===== config.mk =====
export PLATFORM = sky130hd
export DESIGN_NAME = add_final_project
export DESIGN_NICKNAME = d
export VERILOG_FILES = /design/src/rtl/add_final_project_pkg.sv /design/src/rtl/add_final_project_morse_rom.sv /design/src/rtl/add_final_project.sv
export SDC_FILE = /design/constraint.sdc
export NUM_CORES = 1
export LEC_CHECK = 0
export ABC_AREA = 0
export CORE_MARGIN = 5
export CORE_UTILIZATION = 58
export DETAILED_ROUTE_END_ITERATION = 8
export PLACE_DENSITY = 0.88
export REMOVE_ABC_BUFFERS = 1
export SYNTH_ARGS = -nofsm -noshare
export SYNTH_HDL_FRONTEND = slang
export SYNTH_SLANG_ARGS = --single-unit
export TNS_END_PERCENT = 20

===== constraint.sdc =====
create_clock -name clk -period 4.3 [get_ports clk]
set_input_delay 0.86 -clock clk [delete_from_list [all_inputs] [get_ports clk]]
set_output_delay 0.86 -clock clk [all_outputs]
set_load 0.01 [all_outputs]

===== src/rtl/add_final_project_pkg.sv =====
// rtl/add_final_project_pkg.sv - shared states, segment constants and hex decoder for the Morse game
package add_final_project_pkg;

    typedef enum logic [2:0] {
        ID_ENTRY,
        PWD_ENTRY,
        GAME_IDLE,
        GAME_SHOW,
        GAME_ANSWER
    } state_t;

    // Active-low segments, bit order {g,f,e,d,c,b,a}
    localparam logic [6:0] SEG_BLANK = 7'h7F;
    localparam logic [6:0] SEG_DOT   = 7'h77;
    localparam logic [6:0] SEG_DASH  = 7'h3F;

    function automatic logic [6:0] hex_to_seg(input logic [3:0] h);
        case (h)
            4'h0:    return 7'h40;
            4'h1:    return 7'h79;
            4'h2:    return 7'h24;
            4'h3:    return 7'h30;
            4'h4:    return 7'h19;
            4'h5:    return 7'h12;
            4'h6:    return 7'h02;
            4'h7:    return 7'h78;
            4'h8:    return 7'h00;
            4'h9:    return 7'h10;
            4'hA:    return 7'h08;
            4'hB:    return 7'h03;
            4'hC:    return 7'h46;
            4'hD:    return 7'h21;
            4'hE:    return 7'h06;
            default: return 7'h0E;
        endcase
    endfunction

endpackage


===== src/rtl/add_final_project_morse_rom.sv =====
// rtl/add_final_project_morse_rom.sv - digit to 5-symbol Morse pattern, bit 4 first, 1 = dash
module morse_rom (
    input  logic [3:0] digit,
    output logic [4:0] pattern
);

    // Combinational lookup; codes outside 0..9 read as all dots
    always_comb begin
        case (digit)
            4'd0:    pattern = 5'b11111;
            4'd1:    pattern = 5'b01111;
            4'd2:    pattern = 5'b00111;
            4'd3:    pattern = 5'b00011;
            4'd4:    pattern = 5'b00001;
            4'd5:    pattern = 5'b00000;
            4'd6:    pattern = 5'b10000;
            4'd7:    pattern = 5'b11000;
            4'd8:    pattern = 5'b11100;
            4'd9:    pattern = 5'b11110;
            default: pattern = 5'b00000;
        endcase
    end

endmodule


===== src/rtl/add_final_project.sv =====
// rtl/add_final_project.sv - login plus Morse-reading game top level
module add_final_project
    import add_final_project_pkg::*;
#(
    parameter logic [15:0] ID_CODE     = 16'h5973,
    parameter logic [23:0] PWD_CODE    = 24'hA04A54,
    parameter int          SHOW_CYCLES = 16
) (
    input  logic       clk,
    input  logic       rst,
    input  logic [3:0] UserDigit,
    input  logic       UserLoad,
    output logic       LoggedInLED,
    input  logic [1:0] difficulty,
    input  logic       load,
    output logic       correct,
    input  logic       logout,
    output logic [6:0] display0,
    output logic [6:0] display1,
    output logic [6:0] display2,
    output logic [6:0] display3,
    output logic [6:0] display4,
    output logic [6:0] ones_output,
    output logic       correctID
);

    localparam logic [15:0] LEN_FULL    = 16'(SHOW_CYCLES);
    localparam logic [15:0] LEN_HALF    = 16'(SHOW_CYCLES / 2);
    localparam logic [15:0] LEN_QUARTER = 16'(SHOW_CYCLES / 4);

    state_t      state, nxt_state;
    logic [2:0]  cnt, nxt_cnt;
    logic [19:0] entry, nxt_entry;     // recent digits, newest in the low nibble
    logic [3:0]  vld, nxt_vld;         // which of the last 4 display slots hold a digit
    logic [3:0]  score, nxt_score;
    logic [3:0]  q, nxt_q;
    logic [15:0] timer, nxt_timer;     // 0 means the pattern never times out
    logic        nxt_id_ok, nxt_led, nxt_correct;
    logic        ul_prev, ld_prev, ul_press, ld_press;
    logic [23:0] shifted;
    logic [15:0] show_len;
    logic [4:0]  pattern;
    logic [6:0]  nxt_d0, nxt_d1, nxt_d2, nxt_d3, nxt_d4, nxt_ones;

    assign ul_press = UserLoad & ~ul_prev;
    assign ld_press = load & ~ld_prev;
    assign shifted  = {entry, UserDigit};

    morse_rom u_rom (
        .digit   (nxt_q),
        .pattern (pattern)
    );

    // Visibility window chosen by the difficulty sampled at round start
    always_comb begin
        case (difficulty)
            2'b01:   show_len = LEN_FULL;
            2'b10:   show_len = LEN_HALF;
            2'b11:   show_len = LEN_QUARTER;
            default: show_len = 16'd0;
        endcase
    end

    // Next-state logic: logout beats load beats UserLoad
    always_comb begin
        nxt_state   = state;
        nxt_cnt     = cnt;
        nxt_entry   = entry;
        nxt_vld     = vld;
        nxt_score   = score;
        nxt_q       = q;
        nxt_timer   = timer;
        nxt_id_ok   = correctID;
        nxt_led     = LoggedInLED;
        nxt_correct = correct;
        if (logout && state != ID_ENTRY) begin
            nxt_state   = ID_ENTRY;
            nxt_cnt     = 3'd0;
            nxt_vld     = 4'd0;
            nxt_score   = 4'd0;
            nxt_q       = 4'd0;
            nxt_timer   = 16'd0;
            nxt_id_ok   = 1'b0;
            nxt_led     = 1'b0;
            nxt_correct = 1'b0;
        end else begin
            case (state)
                ID_ENTRY, PWD_ENTRY: begin
                    if (ul_press) begin
                        nxt_entry = shifted[19:0];
                        nxt_vld   = {vld[2:0], 1'b1};
                        nxt_cnt   = cnt + 3'd1;
                        if (state == ID_ENTRY && cnt == 3'd3) begin
                            nxt_cnt = 3'd0;
                            if (shifted[15:0] == ID_CODE) begin
                                nxt_id_ok = 1'b1;
                                nxt_state = PWD_ENTRY;
                            end
                        end else if (state == PWD_ENTRY && cnt == 3'd5) begin
                            nxt_cnt = 3'd0;
                            if (shifted == PWD_CODE) begin
                                nxt_led   = 1'b1;
                                nxt_score = 4'd0;
                                nxt_q     = 4'd0;
                                nxt_state = GAME_IDLE;
                            end else begin
                                nxt_id_ok = 1'b0;
                                nxt_state = ID_ENTRY;
                            end
                        end
                    end
                end
                GAME_IDLE: begin
                    if (ul_press) begin
                        nxt_state   = GAME_SHOW;
                        nxt_timer   = show_len;
                        nxt_correct = 1'b0;
                    end
                end
                GAME_SHOW, GAME_ANSWER: begin
                    if (ld_press) begin
                        nxt_correct = (UserDigit == q);
                        if (UserDigit == q) begin
                            nxt_score = (score == 4'd9) ? 4'd0 : score + 4'd1;
                        end
                        nxt_q     = (q >= 4'd3) ? q - 4'd3 : q + 4'd7;
                        nxt_state = GAME_IDLE;
                    end else if (state == GAME_SHOW && timer != 16'd0) begin
                        nxt_timer = timer - 16'd1;
                        if (timer == 16'd1) begin
                            nxt_state = GAME_ANSWER;
                        end
                    end
                end
                default: nxt_state = ID_ENTRY;
            endcase
        end
    end

    // Display contents derived from the upcoming state so outputs can be registered
    always_comb begin
        nxt_d0   = SEG_BLANK;
        nxt_d1   = SEG_BLANK;
        nxt_d2   = SEG_BLANK;
        nxt_d3   = SEG_BLANK;
        nxt_d4   = SEG_BLANK;
        nxt_ones = SEG_BLANK;
        case (nxt_state)
            ID_ENTRY, PWD_ENTRY: begin
                if (nxt_vld[0]) nxt_d0 = hex_to_seg(nxt_entry[3:0]);
                if (nxt_vld[1]) nxt_d1 = hex_to_seg(nxt_entry[7:4]);
                if (nxt_vld[2]) nxt_d2 = hex_to_seg(nxt_entry[11:8]);
                if (nxt_vld[3]) nxt_d3 = hex_to_seg(nxt_entry[15:12]);
                nxt_ones = nxt_d0;
            end
            GAME_SHOW: begin
                nxt_d4   = pattern[4] ? SEG_DASH : SEG_DOT;
                nxt_d3   = pattern[3] ? SEG_DASH : SEG_DOT;
                nxt_d2   = pattern[2] ? SEG_DASH : SEG_DOT;
                nxt_d1   = pattern[1] ? SEG_DASH : SEG_DOT;
                nxt_d0   = pattern[0] ? SEG_DASH : SEG_DOT;
                nxt_ones = hex_to_seg(nxt_score);
            end
            default: nxt_ones = hex_to_seg(nxt_score);
        endcase
    end

    // State, button history and registered outputs
    always_ff @(posedge clk or posedge rst) begin
        if (rst) begin
            state       <= ID_ENTRY;
            cnt         <= 3'd0;
            entry       <= 20'd0;
            vld         <= 4'd0;
            score       <= 4'd0;
            q           <= 4'd0;
            timer       <= 16'd0;
            ul_prev     <= 1'b0;
            ld_prev     <= 1'b0;
            correctID   <= 1'b0;
            LoggedInLED <= 1'b0;
            correct     <= 1'b0;
            display0    <= SEG_BLANK;
            display1    <= SEG_BLANK;
            display2    <= SEG_BLANK;
            display3    <= SEG_BLANK;
            display4    <= SEG_BLANK;
            ones_output <= SEG_BLANK;
        end else begin
            state       <= nxt_state;
            cnt         <= nxt_cnt;
            entry       <= nxt_entry;
            vld         <= nxt_vld;
            score       <= nxt_score;
            q           <= nxt_q;
            timer       <= nxt_timer;
            ul_prev     <= UserLoad;
            ld_prev     <= load;
            correctID   <= nxt_id_ok;
            LoggedInLED <= nxt_led;
            correct     <= nxt_correct;
            display0    <= nxt_d0;
            display1    <= nxt_d1;
            display2    <= nxt_d2;
            display3    <= nxt_d3;
            display4    <= nxt_d4;
            ones_output <= nxt_ones;
        end
    end

endmodule


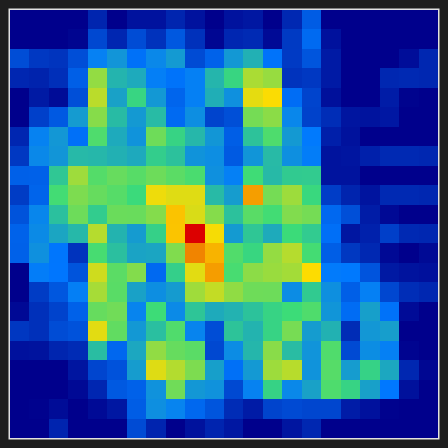
wire_density.png
22 x 22 tiles, from dark blue (low) to red (high), scaled to the fullest tile. Values are wire area over tile area, all layers added.
nearly empty tiles = 18%
mean over tiles = 0.18
emptiest ninth of the die = top right
tiles over half the peak = 19%

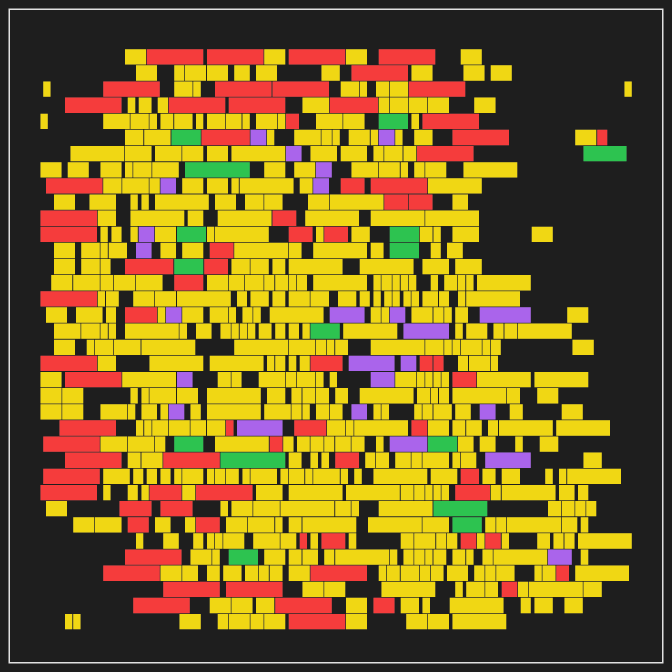
drive_strength.png
green -> drive 6 and up  # cells 15, share 2.4%, most used clkbuf_8
red -> drive 2  # cells 75, share 12%, most used dfstp_2
yellow -> drive 1 or less  # cells 507, share 82%, most used dfrtp_1
purple -> drive 3 to 4  # cells 24, share 3.9%, most used buf_4

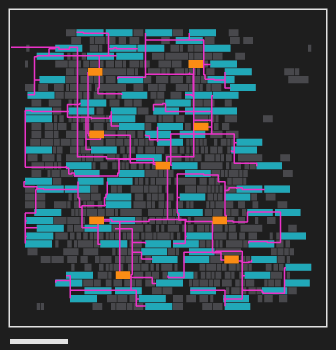
clock_map.png
Scale bar: 20 microns.
magenta -> clock wires  # length 1,210 microns
orange -> cells driving clock nets  # count 9
cyan -> flip-flops  # count 96
routed clock nets = 10
flops lie = widely spread

==> Slide: Implementation Results <==
Run Summary

Logic synthesis
  – Ys async rst share: 100%
  – Simple Share, Synth: 16.8%
  – Yosys xor share: about 2.4%
  – Share of the yosys chip area belonging to registers: 42.3%
  – Cell count in the Yosys report: 561
  – Mux share: 8.54%
  – Synth warn: 0
  – Cell count after synthesis: ~560
  – Aoi share: 16.5%
  – Post-synth EDFFs: 0
  – Chip Area, Yosys: 0.00579 sq mm
  – Top logic family: simple AND/OR/NAND/NOR gates
  – Adder-cell area share of the yosys netlist: 8.43%
  – Post-synth cell types: 76
  – Synth flops: about 96
  – Syn Area/Cell: 10.3 sq um
  – Mapped Area: 0.00579 sq mm
  – Main flop type: dfrtp_1

Timing
  – Sum Neg Setup Slack: 0 ns
  – Unrepaired setup endpoints after global routing: no
  – Fin. max-slew vios: 0
  – Crit path time final: around 3.7 ns
  – Final Setup Violations: 0
  – Relative slew margins: 59.6%
  – Tcrit/Tclk final: 85.2%
  – Slew at the pin closest to its max-slew limit: about 0.60 ns
  – Fmax: 273 MHz
  – Hold slack final: 0.506 ns
  – Final hold violations: 0
  – Clock skew: ~0.013 ns

Critical path
  – Critical Path Sink: ones_output[2]$_DFF_PP1_
  – Reg2Reg Setup Slack: 0.98 ns
  – Req. time, crit path: 4.62 ns
  – R2R depth: 10
  – Arrival @ worst endpoint: 3.98 ns
  – Cells along the critical path: clkdlybuf4s50_1 > xor2_1 > nor3_1 > and2_1 > mux2_2 > a22oi_1 > or2_2 > inv_1 > ha_1 > nand2b_1 > o22ai_1 > o21a_1
  – Crit path largest cell delay: 0.51 ns
  – Slowest cell on crit path: clkdlybuf4s50_1
  – Family with the most delay on the worst path: simple AND/OR/NAND/NOR gates
  – Worst r2r src: state[2]$_DFF_PP0_
  – WP depth: 12
  – Crit. End Element: register
  – CP max FO: 5
  – CP startpoint kind: input port
  – CP startpoint: UserDigit[2]
  – Worst path bufs/invs: 2
  – Worst R2R End: ones_output[3]$_DFF_PP1_
  – Kind of critical path: in2reg

Drt
  – 1st-iter DRT viols: 363
  – Remaining DRCs: 0
  – Detailed-route via count: approximately 4.6k
  – WL/cell: 18.1 microns
  – Via density: 6.07
  – Final antenna-violating net count: 0
  – Total Wirelength: 13,700 microns
  – Drt first pass iters: 6

Finish
  – Seq. cell area: 0.00245 sq mm
  – Share of cells above drive strength 1: between 10% and 20%
  – Most instantiated logic cells after routing: dfrtp_1, clkdlybuf4s50_1, nand2_1, ha_1, dfstp_2
  – Cell area after layout: about 0.0067 sq mm
  – Logic cell area: roughly 0.0031 sq mm
  – Commonest Layout Cell: dfrtp_1
  – # diodes: 0
  – Layout Area Growth over Synthesis: 15.9%
  – Layout fillers: 709
  – Fin nets: 666

Floorplan
  – Rows: 36
  – Chip Height: between 100 and 150 microns
  – Fp_density: approximately three fifths
  – Chip area: 0.0121 sq mm
  – IO Count: 56
  – Die Wd: 110 microns

Clocking
  – CTS hold repair buffers: 0
  – TritonCTS clock tree: done
  – Clock sinks: between 90 and 100
  – CTS root buf: clkbuf_8
  – Num CTS Buffers: 9
  – H-tree Lvls: 3
  – Setup Buffers After CTS: 0
  – Clock transition at path regs: 0.09 ns
  – Clk latency late pin: between 0.3 and 0.4 ns
  – Longest Clk Path Bufs: 2
  – Number of gates resized after CTS: 0

Power and ir drop
  – Lkg Pwr: 3.03 nW
  – Pint: 0.00275 W
  – VDD IR max: roughly 0.42 mV
  – Pwr dens: roughly 670 mW/mm^2
  – Reg power frac: 34.9%
  – Power Total: 0.00448 W
  – Clock power share: 16.1%
  – Sw Ratio: 38.8%
  – Combinational share of power: 49.1%
  – Switching power: between 0.0015 and 0.002 W

GRT
  – GRT Overall Usage: 24.0%
  – Global-route wire length before repair: 22,500 microns
  – Initial antenna violation count: 0
  – Vias in the first global route: approximately 4.5k
  – Remaining Overflow, GRT: 0
  – Largest net degree at the start of global routing: 97

Worst hold path
  – Hold Path Stages: 1
  – Hold Crit Class: reg2reg
  – Min-Delay Startpoint: entry[17]$_DFFE_PP0P_
  – Hold EP: entry[17]$_DFFE_PP0P_

Placed design
  – Routability cong.: about 0.9
  – Placed inst area: 0.00646 sq mm
  – Input/output buffers: 50
  – Post-DP HPWL: 9700 microns

Status
  – Status: complete, no violations

Job
  – Tool warnings: ~54
  – Max-cap violations: 0
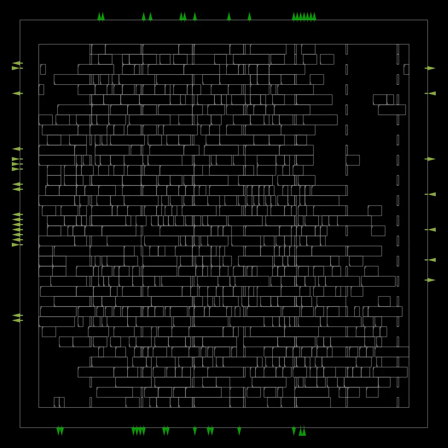
final_placement.png
final core utilization: 68.6%
registers: 96
core area: 0.00977 sq mm

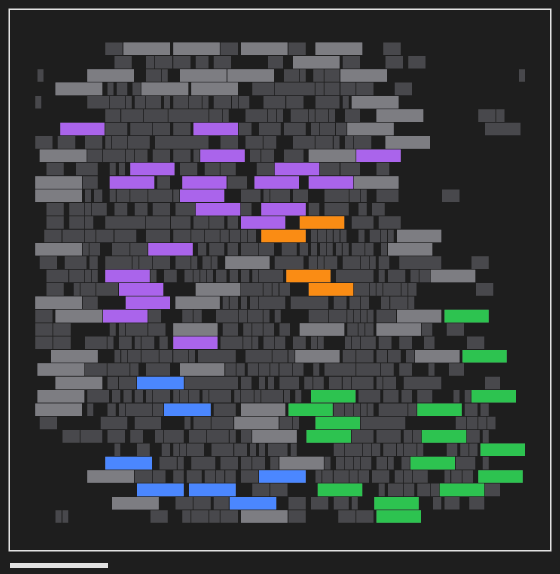
registers.png
Scale bar: 20 microns.
blue -> `ones_output`  # sequential cells 7
orange -> `vld`  # sequential cells 4, where middle
purple -> `entry`  # sequential cells 20
green -> `timer`  # sequential cells 16, where bottom right
not coloured = 49

## metal layers
metal / vias up / global-route usage, % / part of all wire [%]
li1: 2123 / - / -
met1: 2232 / 31.0 / 41
met2: 187 / 39.3 / 50
met3: 38 / 5.05 / 6.1
met4: 0 / 9.53 / 2.7
met5: - / 0 / 0
## flip-flops by register name, summed over array words and instances, names as in the netlist, 2 cells and up
name / count
score: 4
display4: 2
q: 4
cnt: 3
display1: 7
timer: 16
display3: 7
state: 3
display2: 7
vld: 4
display0: 7
entry: 20
ones_output: 7
## metrics by stage
step / setup WS (ns) / instances / utilization, %
2_1_floorplan: 0.881 / 540 / -
3_3_place_gp: 0.498 / 738 / 66.1
3_5_place_dp: 0.328 / 738 / 66.1
4_1_cts: 0.690 / 754 / 68.6
5_1_grt: 0.448 / 754 / 68.6
6_report: 0.638 / 754 / 68.6
## power by group through the flow
stage               sequential (W)  combinational [W]  clock (W)
floorplan                  0.00159            0.00136          0
global placement           0.00156            0.00207          0
detailed placement         0.00157            0.00216          0
CTS                        0.00156            0.00219   0.000730
global route               0.00161            0.00240   0.000772
finish                     0.00156            0.00220   0.000720
## cell type report
class,count,area share [%]
multi-input combinational,405,45.8
sequential,96,36.5
timing repair buffer,65,9.32
clock buffer,12,2.63
tap,133,2.48
inverter,39,2.20
clock inverter,4,1.08
## cells in the mapped netlist, types with 12 or more instances
cell type | instances | area share [%]
dfrtp_1 | 59 | 26
nor3_1 | 12 | 1.0
nand3_1 | 14 | 1.2
a21oi_1 | 27 | 2.3
nor2_1 | 33 | 2.1
mux2i_1 | 30 | 5.2
dfstp_2 | 37 | 17
inv_1 | 37 | 2.4
ha_1 | 39 | 8.4
o21ai_0 | 18 | 1.6
nand2_1 | 47 | 3.0
No activity file was given, so power comes from the tool's default toggle rates.
